Figure 1. Met2 routing (run 1).
Drawn at 1.5 px/micron. Cells faint in the background.
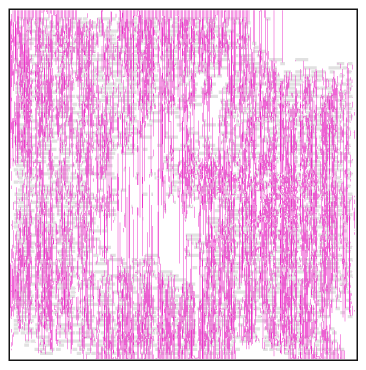
Figure 2. Clock routing (run 1).
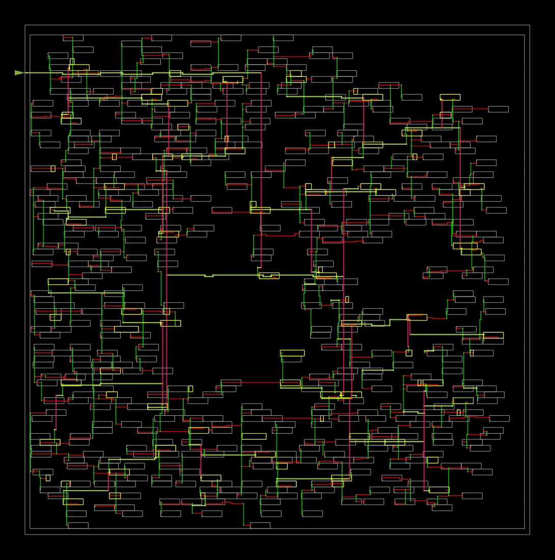
Figure 3. Wires at chosen ports, followed through buffers (run 1).
Drawn at 1.5 px/micron.
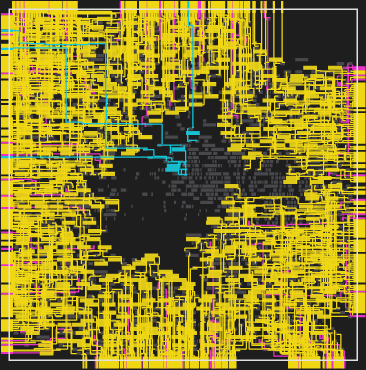
Figure 4. A small window of the routed layout (run 1).
Region (163, 165) to (183, 185) microns. Cells in grey, sequential cells in the stronger grey; small squares are vias.
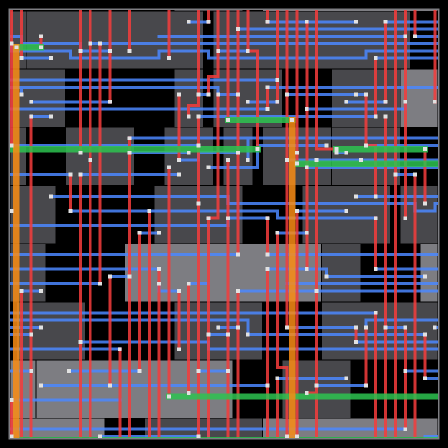
`src/rtl/toy_bpu_btb_upd_buffer.sv`:
```
// BTB training-update buffer: a circular queue of resolved-branch updates that
// coalesces repeats, exposes every slot for lookup bypass and drains into idle BTB port cycles.

package btb_entry_buffer_pkg;

   typedef struct packed {
      logic [7:0]  index;
      logic [11:0] tag;
      logic [31:0] entry;
      logic [3:0]  way_hit;
      logic        real_taken;
   } btb_entry_buffer_t;

endpackage

// Invariant checker: unique match, occupancy agrees with the valid mask, no push into a full buffer.
module toy_bpu_btb_upd_buffer_chk #(
   parameter int ENTRY_BUFFER_NUM       = 8,
   parameter int ENTRY_BUFFER_PTR_WIDTH = 3
) (
   input logic                              clk_i,
   input logic                              rst_ni,
   input logic                              upd_vld_i,
   input logic                              upd_rdy_i,
   input logic                              full_i,
   input logic [ENTRY_BUFFER_NUM-1:0]       hit_vec_i,
   input logic [ENTRY_BUFFER_NUM-1:0]       ena_i,
   input logic [ENTRY_BUFFER_PTR_WIDTH:0]   wr_ptr_i,
   input logic [ENTRY_BUFFER_PTR_WIDTH:0]   rd_ptr_i
);

   logic [ENTRY_BUFFER_PTR_WIDTH:0] occ_s;

   // Occupancy implied by the pointer pair.
   always_comb begin
      occ_s = wr_ptr_i - rd_ptr_i;
   end

   a_single_match: assert property (@(posedge clk_i) disable iff (!rst_ni)
      upd_vld_i |-> $onehot0(hit_vec_i));

   a_ena_matches_occ: assert property (@(posedge clk_i) disable iff (!rst_ni)
      $countones(ena_i) == int'(occ_s));

   a_no_rdy_when_full: assert property (@(posedge clk_i) disable iff (!rst_ni)
      full_i |-> !upd_rdy_i);

endmodule

module toy_bpu_btb_upd_buffer
   import btb_entry_buffer_pkg::*;
#(
   parameter int ENTRY_BUFFER_NUM       = 8,
   parameter int ENTRY_BUFFER_PTR_WIDTH = 3
) (
   input  logic                                     clk_i,
   input  logic                                     rst_ni,
   input  logic                                     upd_vld_i,
   output logic                                     upd_rdy_o,
   input  btb_entry_buffer_t                        upd_pld_i,
   output btb_entry_buffer_t [ENTRY_BUFFER_NUM-1:0] entry_buffer_pld_o,
   output logic [ENTRY_BUFFER_PTR_WIDTH:0]          entry_buffer_ptr_o,
   output logic [ENTRY_BUFFER_NUM-1:0]              entry_buffer_ena_o,
   input  logic                                     btb_update_vld_i,
   output logic                                     btb_update_rdy_o,
   output btb_entry_buffer_t                        btb_update_pld_o
);

   localparam int N  = ENTRY_BUFFER_NUM;
   localparam int PW = ENTRY_BUFFER_PTR_WIDTH;
   localparam logic [PW:0] PTR_ONE = {{PW{1'b0}}, 1'b1};

   btb_entry_buffer_t [N-1:0] slot_q, slot_d;
   logic [N-1:0]              ena_q, ena_d;
   logic [PW:0]               wr_ptr_q, wr_ptr_d;
   logic [PW:0]               rd_ptr_q, rd_ptr_d;

   logic [PW-1:0] wr_idx_s;
   logic [PW-1:0] rd_idx_s;
   logic          empty_s;
   logic          full_s;
   logic          push_s;
   logic          pop_s;
   logic [N-1:0]  hit_vec_s;
   logic [N-1:0]  pop_mask_s;
   logic [N-1:0]  eff_hit_s;
   logic          coalesce_s;
   logic          alloc_s;

   // Queue status and handshakes, derived from registered pointers only.
   always_comb begin
      wr_idx_s  = wr_ptr_q[PW-1:0];
      rd_idx_s  = rd_ptr_q[PW-1:0];
      empty_s   = (wr_ptr_q == rd_ptr_q);
      full_s    = (wr_ptr_q[PW] != rd_ptr_q[PW]) && (wr_idx_s == rd_idx_s);
      upd_rdy_o        = !full_s;
      btb_update_rdy_o = !empty_s;
      push_s    = upd_vld_i && !full_s;
      pop_s     = btb_update_vld_i && !empty_s;
   end

   // Match the incoming update against live slots; a slot leaving this cycle cannot absorb it.
   always_comb begin
      hit_vec_s  = '0;
      pop_mask_s = '0;
      for (int k = 0; k < N; k++) begin
         hit_vec_s[k]  = ena_q[k] &&
                         (slot_q[k].index == upd_pld_i.index) &&
                         (slot_q[k].tag   == upd_pld_i.tag);
         pop_mask_s[k] = pop_s && (rd_idx_s == PW'(k));
      end
      eff_hit_s  = hit_vec_s & ~pop_mask_s;
      coalesce_s = push_s && (|eff_hit_s);
      alloc_s    = push_s && !(|eff_hit_s);
   end

   // Next-state: coalesce overwrite, pop retire, allocate at the write pointer.
   always_comb begin
      slot_d   = slot_q;
      ena_d    = ena_q;
      wr_ptr_d = wr_ptr_q;
      rd_ptr_d = rd_ptr_q;
      for (int k = 0; k < N; k++) begin
         slot_d[k] = (coalesce_s && eff_hit_s[k]) ? upd_pld_i : slot_q[k];
      end
      if (pop_s) begin
         ena_d[rd_idx_s] = 1'b0;
         rd_ptr_d        = rd_ptr_q + PTR_ONE;
      end else begin
         rd_ptr_d        = rd_ptr_q;
      end
      // Allocation never lands on the popped slot: pop needs non-empty, push needs non-full.
      if (alloc_s) begin
         slot_d[wr_idx_s] = upd_pld_i;
         ena_d[wr_idx_s]  = 1'b1;
         wr_ptr_d         = wr_ptr_q + PTR_ONE;
      end else begin
         wr_ptr_d         = wr_ptr_q;
      end
   end

   // State registers.
   always_ff @(posedge clk_i or negedge rst_ni) begin
      if (!rst_ni) begin
         slot_q   <= '0;
         ena_q    <= '0;
         wr_ptr_q <= '0;
         rd_ptr_q <= '0;
      end else begin
         slot_q   <= slot_d;
         ena_q    <= ena_d;
         wr_ptr_q <= wr_ptr_d;
         rd_ptr_q <= rd_ptr_d;
      end
   end

   // Bypass view and drain head, straight from the registers.
   always_comb begin
      entry_buffer_pld_o = slot_q;
      entry_buffer_ena_o = ena_q;
      entry_buffer_ptr_o = wr_ptr_q;
      btb_update_pld_o   = slot_q[rd_idx_s];
   end

   toy_bpu_btb_upd_buffer_chk #(
      .ENTRY_BUFFER_NUM       (N),
      .ENTRY_BUFFER_PTR_WIDTH (PW)
   ) u_chk (
      .clk_i     (clk_i),
      .rst_ni    (rst_ni),
      .upd_vld_i (upd_vld_i),
      .upd_rdy_i (upd_rdy_o),
      .full_i    (full_s),
      .hit_vec_i (hit_vec_s),
      .ena_i     (ena_q),
      .wr_ptr_i  (wr_ptr_q),
      .rd_ptr_i  (rd_ptr_q)
   );

endmodule

```
`config.mk`:
```
export PLATFORM = sky130hd
export DESIGN_NAME = toy_bpu_btb_upd_buffer
export DESIGN_NICKNAME = d
export VERILOG_FILES = /design/src/rtl/toy_bpu_btb_upd_buffer.sv
export SDC_FILE = /design/constraint.sdc
export NUM_CORES = 1
export LEC_CHECK = 0
export CORE_AREA = 2 2 229 231
export CTS_CLUSTER_DIAMETER = 120
export DETAILED_ROUTE_END_ITERATION = 7
export DIE_AREA = 0 0 231 233
export GPL_ROUTABILITY_DRIVEN = 0
export GPL_TIMING_DRIVEN = 0
export PLACE_DENSITY = 0.76
export SLEW_MARGIN = 20
export SYNTH_ARGS = -nofsm -noshare
export SYNTH_HDL_FRONTEND = slang
export SYNTH_SLANG_ARGS = --single-unit
```
`constraint.sdc`:
```
create_clock -name clk_i -period 10.6 [get_ports clk_i]
set_clock_uncertainty 0.2 [all_clocks]
set_input_delay 1.59 -clock clk_i [delete_from_list [all_inputs] [get_ports clk_i]]
set_output_delay 1.59 -clock clk_i [all_outputs]
set_load 0.03 [all_outputs]
```
==> results.py, run 1 <==
# Generated from Yosys and OpenROAD reports
metrics = {
    "outcome": {
        "outcome": "completed",
    },
    "critical_path": {
        "required_ps": 8810,
        "path_depth": 6,
        "cp-start-kind": "flop",
        "cp_num_buf_inv": 3,
        "critPathSlowestCell": "buf_1",
        "crit_family": "buffers and inverters",
    },
    "clock_network": {
        "cts_root_buf": "clkbuf_16",
        "htreeDepth": 2,
        "clk_pin_slew_ps": 60,
        "numCtsBuffers": 51,
        "cts_setup_buffers": 0,
    },
    "synth": {
        "synth-seq-area-share_pct": 49.2,
        "synthAoiAreaFrac_pct": 1.21,
        "edf_count": 0,
        "ys_ff": 472,
        "ys_sh_simple_pct": 6.71,
        "ys.flop_type": "dfrtp_1",
        "syn_area_sq_mm": 0.0240,
        "ys_sh_xor_pct": 6.19,
    },
    "routing": {
        "drt-vias-per-instance": 6.00,
        "drc": 0,
        "top_layer": "met4",
        "dr_wl_met2_microns": 46600,
        "drtIter0Drc": 1862,
    },
    "hold_path": {
        "min_to": "rd_ptr_q[3]",
        "min_path_cells": 1,
    },
    "grt": {
        "grt_pass1_vias": 19200,
        "grt_max_degree": 101,
        "grt_pass1_wl_microns": 138000,
    },
    "finish": {
        "fin_area_sq_mm": 0.0325,
        "nets": 2410,
        "diodes": 1,
        "layout-drive-gt1-share_pct": 25.7,
        "flops": 472,
        "finish.utilization_pct": 63.5,
    },
    "die": {
        "placementRows": 83,
    },
    "sta": {
        "finalCriticalPeriod_ps": 5860,
    },
    "job": {
        "drv_cap": 0,
    },
}
## Picture notes: Figure 1
wire length on this layer: 46.6 mm
nets with wire on the layer: 2272
share of all routed wire: 48%
main direction: vertical
routed vias: 18400
total routed wirelength: 97400 microns
Global Route met2 Usage: 58.8%

## Picture notes: Figure 2
Clock buffer cells: 74
clk latency late pin: 600 ps

## Picture notes: Figure 3
| colour | port | bits | direction | end cells | buffers | wire |
|---|---|---|---|---|---|---|
| magenta | btb_update_pld_o | 57 | output | 57 | 57 | 2660 microns |
| yellow | entry_buffer_pld_o | 456 | output | 456 | 456 | 31.9 mm |
| cyan | entry_buffer_ptr_o | 4 | output | 4 | 4 | 671 microns |
IO Port Bufs: 567
num ports: 588

## Picture notes: Figure 4
| colour | layer |
|---|---|
| red | met2 |
| green | met3 |
| orange | met4 |
| blue | met1 |
most frequent: xnor2_1 (6), xor2_1 (4), mux2_1 (3)
sequential cells in the window: 2
netlist names of flops here include: entry_buffer_pld_o (2)
cells with their middle in the window: 22

[run 1: through the flow]
stage / setup TNS [ps] / hold slack (ps) / std cells
global route: 0 / 329 / 3064
detailed placement: 0 / 282 / 2969
floorplan: 0 / 265 / 1716
finish: 0 / 298 / 3064
CTS: 0 / 302 / 3063
global placement: -6051810 / 287 / 2963
[run 1: metal layers]
layer	GRT usage [%]	vias up
met4	16.0	0
met1	43.3	9579
met2	58.8	1074
li1	-	7466
met3	12.1	263
met5	0	-
[run 1: layout by cell type (no fill, tap or decap), types with 5 or more instances in the layout]
master / Yosys / layout
clkdlybuf4s50_1: 0 / 566
dfrtp_1: 472 / 472
mux2_2: 253 / 253
nand2_1: 190 / 190
mux2_1: 144 / 144
mux4_2: 114 / 114
xnor2_1: 104 / 104
xor2_1: 62 / 62
mux2_4: 60 / 60
clkbuf_16: 0 / 53
clkbuf_1: 43 / 49
nand4_1: 43 / 43
buf_2: 29 / 37
nor4_1: 27 / 27
buf_6: 26 / 27
buf_1: 26 / 16
nand3_1: 15 / 15
clkbuf_8: 0 / 14
o21ai_0: 11 / 11
clkinv_2: 0 / 10
nor2_1: 9 / 9
buf_4: 7 / 7
nor3_1: 7 / 7
ha_1: 7 / 7
and4_1: 5 / 5
and3_1: 5 / 5
nor4b_1: 5 / 5
clkinvlp_4: 0 / 5
buf_16: 0 / 5
[run 1: worst register-to-register path, cell delays in order (launching register included)]
cell	delay (ps)
dfrtp_1	480
clkbuf_1	310
clkbuf_2	460
inv_1	310
ha_1	190
nand2_1	70
or3_1	370
and4_4	200
a2111oi_4	640
nand4_1	210
o21ai_0	220
buf_2	460
buf_4	360
mux2_2	380
[run 1: state kept, by name, indices dropped and copies added, names as in the netlist]
name	cells
entry_buffer_ena_o	8
entry_buffer_ptr_o	4
rd_ptr_q	4
entry_buffer_pld_o	456
Figure 5. Metal layers overlaid (run 1).
Drawn at 2 px/micron. Two of the layers only.
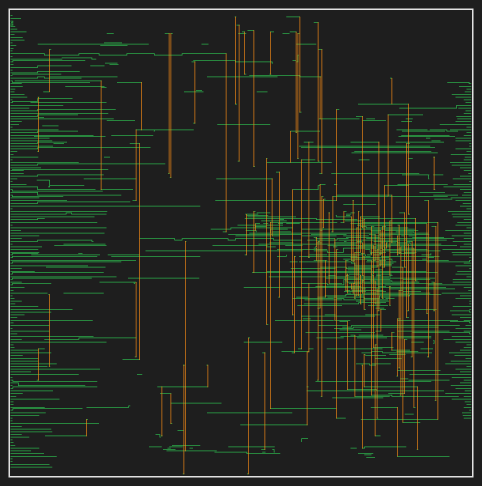

==> run 2: changes to the inputs <==
--- a/config.mk
+++ b/config.mk
@@ -5,13 +5,12 @@
 export SDC_FILE = /design/constraint.sdc
 export NUM_CORES = 1
 export LEC_CHECK = 0
-export CORE_AREA = 2 2 229 231
+export CORE_UTILIZATION = 45
 export CTS_CLUSTER_DIAMETER = 120
 export DETAILED_ROUTE_END_ITERATION = 7
-export DIE_AREA = 0 0 231 233
 export GPL_ROUTABILITY_DRIVEN = 0
 export GPL_TIMING_DRIVEN = 0
-export PLACE_DENSITY = 0.76
+export PLACE_DENSITY = 0.77
 export SLEW_MARGIN = 20
 export SYNTH_ARGS = -nofsm -noshare
 export SYNTH_HDL_FRONTEND = slang
==> constraint.sdc (replaced) <==
create_clock -name clk_i -period 5.1 [get_ports clk_i]
set_clock_uncertainty 0.2 [all_clocks]
set_input_delay 0.765 -clock clk_i [delete_from_list [all_inputs] [get_ports clk_i]]
set_output_delay 0.765 -clock clk_i [all_outputs]
set_load 0.03 [all_outputs]
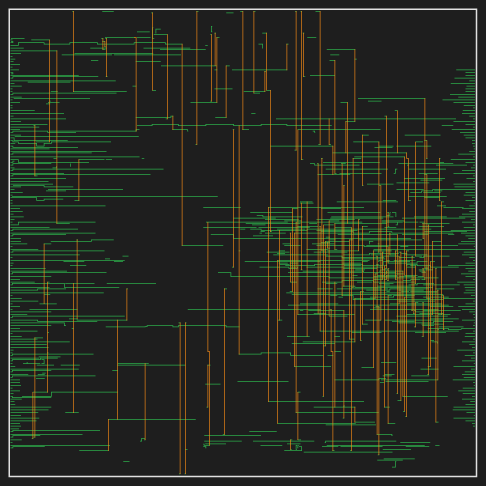
Figure 6: run 2, metal layers overlaid.
Drawn at 2 px/micron. Two of the layers only.
| colour | layer | wire length |
|---|---|---|
| green | met3 | 9660 microns |
| orange | met4 | 5760 microns |
Routed WL per cell: 30.9 microns
routed vias: 18400
total routed wirelength: 94800 microns

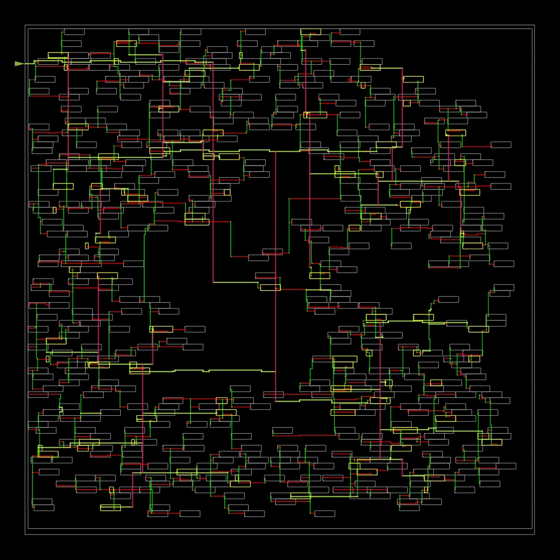
Figure 7: run 2, clock routing.
Clock buffer cells: 75
# clock sinks: 472
clk latency late pin: 610 ps
flop count: 472

==> run 2 against run 1 <==
Via count increased by 0.19%. Critical path type unchanged. First-iteration DRC count shrank 12%. Worst setup slack worse by 4700 ps. Die area up 0.80%.
==> results.py, run 2 <==
# Generated from Yosys and OpenROAD reports
metrics = {
    "outcome": {
        "outcome": "completed",
    },
    "routing": {
        "drt-pass1-iter-count": 6,
        "drtIter0Drc": 1639,
        "top_layer": "met4",
        "drt-vias-per-instance": 6.00,
        "dr_wl_met2_microns": 44900,
        "drc": 0,
        "drt.antenna.violating_nets": 0,
        "route.met3.wl_microns": 9660,
    },
    "finish": {
        "area_growth_pct": 35.0,
        "final_common_cell": "clkdlybuf4s50_1",
        "nets": 2410,
        "fin_area_sq_mm": 0.0324,
        "layout-drive-gt1-share_pct": 25.4,
        "largest_register_ffs": 456,
        "most-common-layout-cells": "566 x clkdlybuf4s50_1, 472 x dfrtp_1, 253 x mux2_2",
        "finish.utilization_pct": 61.5,
        "stdcell_count": 3071,
    },
    "critical_path": {
        "worstSetupPathType": "flop to output port",
        "cp-start-kind": "flop",
        "end_kind": "output port",
        "required_ps": 4140,
        "r2r_cells": 13,
        "crit_arrival_ps": 4120,
        "crit_fanout": 10,
    },
    "die": {
        "die_x_microns": 233,
        "pin_count": 588,
        "die_h_microns": 233,
        "core_sq_mm": 0.0527,
        "fp_util_pct": 45.6,
        "placementRows": 84,
    },
    "clock_network": {
        "cts_root_buf": "clkbuf_16",
        "numCtsBuffers": 51,
        "htreeDepth": 2,
        "cts_tree": "done",
        "cts_setup_buffers": 0,
        "clk_pin_slew_ps": 70,
    },
    "grt": {
        "grt_pass1_vias": 19200,
        "grt_pass1_wl_microns": 135000,
        "grt_max_degree": 103,
        "antenna_found_initial": 1,
        "track_usage_pct": 34.9,
    },
    "synth": {
        "synth.most_common_cell": "dfrtp_1",
        "common_cells": "472 x dfrtp_1, 253 x mux2_2, 190 x nand2_1",
        "ys.flop_type": "dfrtp_1",
        "edf_count": 0,
        "async_flop_share_pct": 100,
        "syn_inst": 1716,
        "yosysTopAreaCell": "dfrtp_1",
        "ys_warn_count": 0,
        "syn_area_sq_mm": 0.0240,
        "syn_area_per_cell_sq_um": 14.0,
        "syn_nets": 1784,
        "synth-seq-area-share_pct": 49.2,
        "netlist-cell-type-count": 55,
        "yosys_cells": 1716,
        "ys_ff": 472,
    },
    "placed_design": {
        "io_buffers": 567,
        "placed_cells": 2976,
        "preCtsSetupSlack_ps": 24.4,
        "dpl.hpwl_microns": 68600,
    },
    "sta": {
        "setup_slack_ps": 14.1,
        "slew_headroom_pct": 26.3,
        "holdWs_ps": 295,
        "finalCriticalPeriod_ps": 5090,
        "slew_viol_final": 0,
        "hold_viol_final": 0,
        "rsz0062_at_grt": "false",
        "tightest_slew_ps": 1110,
        "fin_tns_setup_ps": 0,
        "max_freq_mhz": 197,
    },
    "job": {
        "drv_cap": 0,
        "tool_warnings": 33,
    },
    "hold_path": {
        "hold_path_class": "flop to flop",
        "min_path_cells": 1,
    },
}
[run 2: cell counts after synthesis]
Identical to the previous run, type by type.
[run 2: path summary, 6_finish.rpt]
| path | slack (ps) | to | start |
|---|---|---|---|
| worst max-delay path | 10 | btb_update_pld_o[50] | rd_ptr_q[1] |
| worst max register to register | 230 | entry_buffer_pld_o[53] | rd_ptr_q[0] |
| worst min register to register | 300 | rd_ptr_q[3] | rd_ptr_q[3] |
| max in group asynchronous | 2880 | entry_buffer_pld_o[353] | rst_ni |
| worst min-delay path | 300 | rd_ptr_q[3] | rd_ptr_q[3] |
| min in group asynchronous | 490 | entry_buffer_pld_o[166] | rst_ni |
[run 2: area by class of cell]
class,instances,area (sq um)
fill,4030,20300
sequential,472,11800
multi-input combinational,1107,11400
timing repair buffer,573,5830
clock buffer,75,1480
tap,688,861
buffer,131,771
clock inverter,17,209
inverter,6,22.5
antenna,2,5.00
[run 2: critical path, stage by stage, from the launching register on]
cell	delay, ps
dfrtp_1	520
buf_1	860
clkdlybuf4s15_1	890
mux4_2	380
nand2_1	60
nand2_1	130
clkdlybuf4s50_1	670
[run 2: routing by layer]
layer,GRT usage (%),up-vias
li1,-,7496
met1,42.0,9492
met2,55.4,1131
met3,11.0,298
met4,19.7,0
met5,0,-
[run 2: kinds of logic (layout without fill, tap and decap cells)]
kind of cell,Yosys count,in the layout,synth area share (%)
AND-OR/OR-AND,32,32,1.21
other,0,2,0
adder cells (fa/ha/maj),7,7,0.365
flip-flops,472,472,49.2
AND/OR/NAND/NOR,329,329,6.71
buffers and inverters,137,802,3.22
multiplexers,571,571,33.1
XOR/XNOR,168,168,6.19
[run 2: what timing repair did]
action | CTS | global route
hold buffers | 1 | 0
setup endpoints to repair | 0 | 3
resized | 0 | 1
hold endpoints to repair | 51 | 0
